`config.mk`:
```
export PLATFORM = sky130hd
export DESIGN_NAME = thiele_ext_service_hub
export DESIGN_NICKNAME = d
export VERILOG_FILES = /design/src/rtl/thiele_ext_service_hub.sv
export SDC_FILE = /design/constraint.sdc
export NUM_CORES = 1
export LEC_CHECK = 0
export ABC_AREA = 1
export CORE_MARGIN = 1.5
export CORE_UTILIZATION = 43
export CTS_CLUSTER_DIAMETER = 200
export CTS_CLUSTER_SIZE = 10
export DETAILED_ROUTE_END_ITERATION = 12
export GPL_TIMING_DRIVEN = 1
export PLACE_DENSITY_LB_ADDON = 0.05
export SETUP_SLACK_MARGIN = 0.2
export SKIP_CTS_REPAIR_TIMING = 1
export SLEW_MARGIN = 15
export SYNTH_ARGS = -nofsm -noshare
export SYNTH_HDL_FRONTEND = slang
export SYNTH_SLANG_ARGS = --single-unit
```
`constraint.sdc`:
```
create_clock -name clk -period 2 [get_ports clk]
set_clock_uncertainty 0.05 [all_clocks]
set_input_delay 0.2 -clock clk [delete_from_list [all_inputs] [get_ports clk]]
set_output_delay 0.2 -clock clk [all_outputs]
set_load 0.01 [all_outputs]
```
`src/rtl/thiele_ext_service_hub.sv`:
```
// -----------------------------------------------------------------------------
// thiele_ext_service_hub
//
// Shares one external service backend between NUM_CH requesters (for example
// the logic engine and the Python executor). One transaction is in flight at a
// time. Requesters are granted round-robin, and every accepted request ends
// with exactly one ch_ack pulse. That pulse carries either the backend data or,
// if the backend stalls for TIMEOUT cycles, ERR_DATA with ch_err set.
//
// Ports
//   clk, rst_n      : clock (rising edge); synchronous active-low reset
//   ch_req          : per-channel request level, held until ch_ack
//   ch_addr         : per-channel address, channel i at [i*ADDR_W +: ADDR_W]
//   ch_ack          : one-cycle completion pulse, one-hot or zero
//   ch_data, ch_err : response data / timeout flag, held until the next response
//   svc_valid       : request to backend
//   svc_ch          : index of the granted channel
//   svc_addr        : address latched at grant time
//   svc_ready       : backend accepts the request
//   svc_rvalid      : backend response strobe
//   svc_rdata       : backend response data
//   busy            : high whenever the FSM is not IDLE
//   timeout_cnt     : saturating count of timed-out transactions
//   o_dbg_state     : current FSM state (IDLE=0, ISSUE=1, WAIT=2, RESP=3)
// -----------------------------------------------------------------------------
module thiele_ext_service_hub #(
  parameter int                NUM_CH   = 2,
  parameter int                ADDR_W   = 32,
  parameter int                DATA_W   = 32,
  parameter int                TIMEOUT  = 255,
  parameter logic [DATA_W-1:0] ERR_DATA = 32'hDEADBEEF
) (
  input  logic                       clk,
  input  logic                       rst_n,
  input  logic [NUM_CH-1:0]          ch_req,
  input  logic [NUM_CH*ADDR_W-1:0]   ch_addr,
  output logic [NUM_CH-1:0]          ch_ack,
  output logic [DATA_W-1:0]          ch_data,
  output logic                       ch_err,
  output logic                       svc_valid,
  output logic [$clog2(NUM_CH)-1:0]  svc_ch,
  output logic [ADDR_W-1:0]          svc_addr,
  input  logic                       svc_ready,
  input  logic                       svc_rvalid,
  input  logic [DATA_W-1:0]          svc_rdata,
  output logic                       busy,
  output logic [15:0]                timeout_cnt,
  output logic [1:0]                 o_dbg_state
);

  localparam int CH_W = $clog2(NUM_CH);
  // The timer has to be able to hold TIMEOUT itself.
  localparam int TW = $clog2(TIMEOUT + 2);
  // The timer holds k in the k-th ISSUE/WAIT cycle, counting from 0. The cycle
  // with timer == TIMEOUT-1 is the last cycle in which the transaction can
  // still finish normally.
  localparam logic [TW-1:0] T_LAST = TW'((TIMEOUT == 0) ? 0 : TIMEOUT - 1);

  typedef enum logic [1:0] {
    ST_IDLE  = 2'd0,
    ST_ISSUE = 2'd1,
    ST_WAIT  = 2'd2,
    ST_RESP  = 2'd3
  } state_t;

  state_t              r_state;
  logic [NUM_CH-1:0]   r_ack;
  logic [DATA_W-1:0]   r_data;
  logic                r_err;
  logic                r_valid;
  logic [CH_W-1:0]     r_ch;
  logic [ADDR_W-1:0]   r_addr;
  logic                r_busy;
  logic [15:0]         r_tcnt;
  logic [TW-1:0]       r_timer;
  logic [CH_W-1:0]     r_last;

  state_t              w_state_nxt;
  logic [NUM_CH-1:0]   w_ack_nxt;
  logic [DATA_W-1:0]   w_data_nxt;
  logic                w_err_nxt;
  logic                w_valid_nxt;
  logic [CH_W-1:0]     w_ch_nxt;
  logic [ADDR_W-1:0]   w_addr_nxt;
  logic [15:0]         w_tcnt_nxt;
  logic [TW-1:0]       w_timer_nxt;
  logic [CH_W-1:0]     w_last_nxt;

  logic                w_grant_vld;
  logic [CH_W-1:0]     w_grant_idx;
  logic [CH_W-1:0]     w_cand;
  logic                w_expire;
  logic [15:0]         w_tcnt_inc;

  // Round-robin search. It starts one past the last granted channel, so after
  // reset (r_last = NUM_CH-1) channel 0 has first priority.
  always_comb begin
    w_grant_vld = 1'b0;
    w_grant_idx = '0;
    w_cand      = '0;
    for (int k = 1; k <= NUM_CH; k++) begin
      w_cand = CH_W'((int'(r_last) + k) % NUM_CH);
      if (!w_grant_vld && ch_req[w_cand]) begin
        w_grant_vld = 1'b1;
        w_grant_idx = w_cand;
      end
    end
  end

  assign w_expire   = (TIMEOUT != 0) && (r_timer >= T_LAST);
  assign w_tcnt_inc = (r_tcnt == 16'hFFFF) ? r_tcnt : r_tcnt + 16'd1;

  // Backend handshake. svc_valid rises in ISSUE with svc_ch and svc_addr
  // already latched. All three stay stable until a cycle with svc_valid &&
  // svc_ready, after which svc_valid is low from the next cycle on. Exactly
  // one svc_rvalid is expected per accepted request, and only in WAIT. A
  // strobe in any other state belongs to no live transaction and is dropped.
  // In ISSUE, an acceptance in the expiry cycle takes priority over the
  // timeout, because the backend has already committed to the request.
  always_comb begin
    w_state_nxt = r_state;
    w_ack_nxt   = '0;
    w_data_nxt  = r_data;
    w_err_nxt   = r_err;
    w_valid_nxt = r_valid;
    w_ch_nxt    = r_ch;
    w_addr_nxt  = r_addr;
    w_tcnt_nxt  = r_tcnt;
    w_timer_nxt = r_timer;
    w_last_nxt  = r_last;
    case (r_state)
      ST_IDLE: begin
        if (w_grant_vld) begin
          w_state_nxt = ST_ISSUE;
          w_ch_nxt    = w_grant_idx;
          w_addr_nxt  = ch_addr[int'(w_grant_idx)*ADDR_W +: ADDR_W];
          w_valid_nxt = 1'b1;
          w_timer_nxt = '0;
        end
      end
      ST_ISSUE: begin
        w_timer_nxt = r_timer + 1'b1;
        if (svc_ready) begin
          w_state_nxt = ST_WAIT;
          w_valid_nxt = 1'b0;
        end else if (w_expire) begin
          w_state_nxt = ST_RESP;
          w_valid_nxt = 1'b0;
          w_data_nxt  = ERR_DATA;
          w_err_nxt   = 1'b1;
          w_tcnt_nxt  = w_tcnt_inc;
        end
      end
      ST_WAIT: begin
        w_timer_nxt = r_timer + 1'b1;
        // A response in the expiry cycle beats the timeout.
        if (svc_rvalid) begin
          w_state_nxt = ST_RESP;
          w_data_nxt  = svc_rdata;
          w_err_nxt   = 1'b0;
        end else if (w_expire) begin
          w_state_nxt = ST_RESP;
          w_data_nxt  = ERR_DATA;
          w_err_nxt   = 1'b1;
          w_tcnt_nxt  = w_tcnt_inc;
        end
      end
      ST_RESP: begin
        w_ack_nxt[r_ch] = 1'b1;
        w_last_nxt      = r_ch;
        w_state_nxt     = ST_IDLE;
      end
      default: w_state_nxt = ST_IDLE;
    endcase
  end

  always_ff @(posedge clk) begin
    if (!rst_n) begin
      r_state <= ST_IDLE;
      r_ack   <= '0;
      r_data  <= '0;
      r_err   <= 1'b0;
      r_valid <= 1'b0;
      r_ch    <= '0;
      r_addr  <= '0;
      r_busy  <= 1'b0;
      r_tcnt  <= '0;
      r_timer <= '0;
      r_last  <= CH_W'(NUM_CH - 1);
    end else begin
      r_state <= w_state_nxt;
      r_ack   <= w_ack_nxt;
      r_data  <= w_data_nxt;
      r_err   <= w_err_nxt;
      r_valid <= w_valid_nxt;
      r_ch    <= w_ch_nxt;
      r_addr  <= w_addr_nxt;
      r_busy  <= (w_state_nxt != ST_IDLE);
      r_tcnt  <= w_tcnt_nxt;
      r_timer <= w_timer_nxt;
      r_last  <= w_last_nxt;
    end
  end

  assign ch_ack      = r_ack;
  assign ch_data     = r_data;
  assign ch_err      = r_err;
  assign svc_valid   = r_valid;
  assign svc_ch      = r_ch;
  assign svc_addr    = r_addr;
  assign busy        = r_busy;
  assign timeout_cnt = r_tcnt;
  assign o_dbg_state = r_state;

endmodule

```
==> impl_metrics.yaml <==
# implementation run metrics
run_status:
  status: "complete, no violations"
setup_path:
  crit-reg2reg-launch: "o_dbg_state[0]$_SDFF_PN0_"
  reg2regPathDepth: 9
  startpoint_type: "flip-flop"
  reg2reg_slack_ps: 310
  worstPathMaxFanout: 14
  cp-end-kind: "flip-flop"
yosys:
  synth_flop_count: 98
  edf_count: 0
  yosysMostFrequentCell: "nand2_1"
  yosysSeqAreaShare_pct: 43.0
  common_cells: "156 x nand2_1, 98 x dfxtp_1, 69 x o21ai_0"
  synth_area_mm2: 0.00457
  yosysWarningCount: 0
  syn_area_per_cell_um2: 7.35
  yosysTopAreaCell: "dfxtp_1"
  top_area_share_pct: 43.0
cells_and_area:
  diodes: 0
  largest_class: "multi-input combinational cells"
  inv_count: 64
  num-fill-cells: 899
  nClkBuffers: 12
  fin_nets: 935
  comb_area_mm2: 0.00229
pwr:
  power_leader: "registers"
  powerDensity_mw_per_mm2: 791
  intPower_uw: 3820
  p_seq_share_pct: 42.6
  powerClk_uw: 1300
  clkPwrFrac_pct: 23.2
floorplan:
  chipArea_mm2: 0.0112
  die_h_um: 106
  floorplan.core_util_pct: 44.2
  core_mm2: 0.0103
  taps: 136
  die_w_um: 106
placement:
  dp_slack_ps: 77.1
  place_congestion: 0.823
  dpl_cell_area_mm2: 0.00665
routing:
  firstDrtPassIters: 6
clocking:
  clock_latency_ps: 370
  path_clk_slew_ps: 90
  cts_tree: "built"
  clock_path_buffers: 2
timing:
  final_hold_viol_count: 0
  clock.fmax_mhz: 593
  rsz0062_at_grt: "yes"
flow_run:
  tool_warnings: 32
global_routing:
  grt_pass1_vias: 4538
min_path:
  min_to: "svc_addr[14]$_SDFFE_PN0P_"
[metrics by stage]
| stage | instances | util (%) | power, uW |
|---|---|---|---|
| floorplan | 621 | - | 3220 |
| global placement | 936 | 64.4 | 4130 |
| detailed placement | 936 | 64.4 | 4170 |
| CTS | 952 | 66.3 | 5460 |
| global route | 966 | 68.3 | 5890 |
| finish | 966 | 68.3 | 5570 |
[layout by cell type (no fill, tap or decap), types with 4 or more instances in the layout]
cell type and count:
buf_4 26, inv_1 58, o21ai_0 61, o21bai_1 24, nand2_2 8, a31oi_1 34
nand4_1 14, buf_12 4, ha_1 5, dfxtp_1 94, nand3_1 27, o21ai_1 7
nand2_1 155, clkdlybuf4s50_1 188, xor2_1 4, nor2_1 38, clkbuf_8 10, inv_2 4
a21oi_1 24, a21oi_2 5
[state kept, by name, indices dropped and copies added (netlist names)]
name and count:
busy 1, ch_ack 2, ch_data 32, ch_err 1
o_dbg_state 2, r_last 1, r_timer 9, svc_addr 32
svc_ch 1, svc_valid 1, timeout_cnt 16
[layer usage]
layer | up-vias | GRT usage [%] | share of wire [%]
li1 | 2459 | - | -
met1 | 2207 | 26.4 | 41
met2 | 178 | 41.0 | 50
met3 | 19 | 5.52 | 7.2
met4 | 0 | 8.88 | 1.9
met5 | - | 0 | 0
[kinds of logic (layout without fill, tap and decap cells)]
family                   Yosys count  in the layout  synth area share (%)
adder cells (fa/ha/maj)            8              8                  2.19
buffers and inverters             93            301                  8.33
flip-flops                        98             98                  43.0
AND/OR/NAND/NOR                  259            260                  25.6
XOR/XNOR                           5              5                 0.959
AND-OR/OR-AND                    158            158                  20.0
[worst max-delay path: stages (launching register included)]
cell and delay [ps]:
dfxtp_4 370, inv_2 100, ha_2 200, inv_1 60
o21ai_2 180, nand2_2 130, buf_6 170, o21ai_1 140
o21bai_1 140, inv_1 50
==> images/met1.png <==
(4 px per um) Supply wires on this layer in gray.
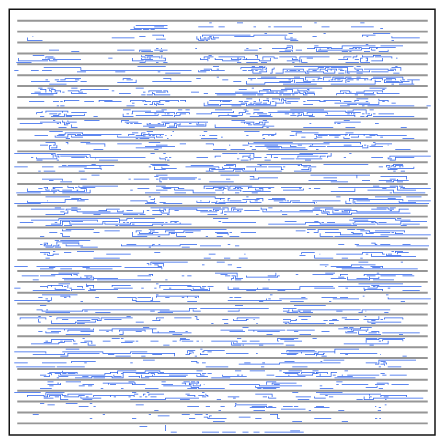
nets with wire on the layer = 811
longest straight run = 27.6 um
main direction = horizontal
wire length on this layer = 5310 um
Vias: 4863
drt total wl: 13.0 mm
met1 usage: 26.4%

==> images/met2.png <==
(2 px per um) Cells faint in the background.
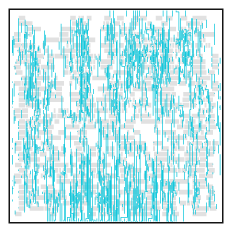
wire length on this layer = 6540 um
longest straight run = 36.9 um
nets with wire on the layer = 759
share of all routed wire = 50%

Power and IR drop assume default switching activity.
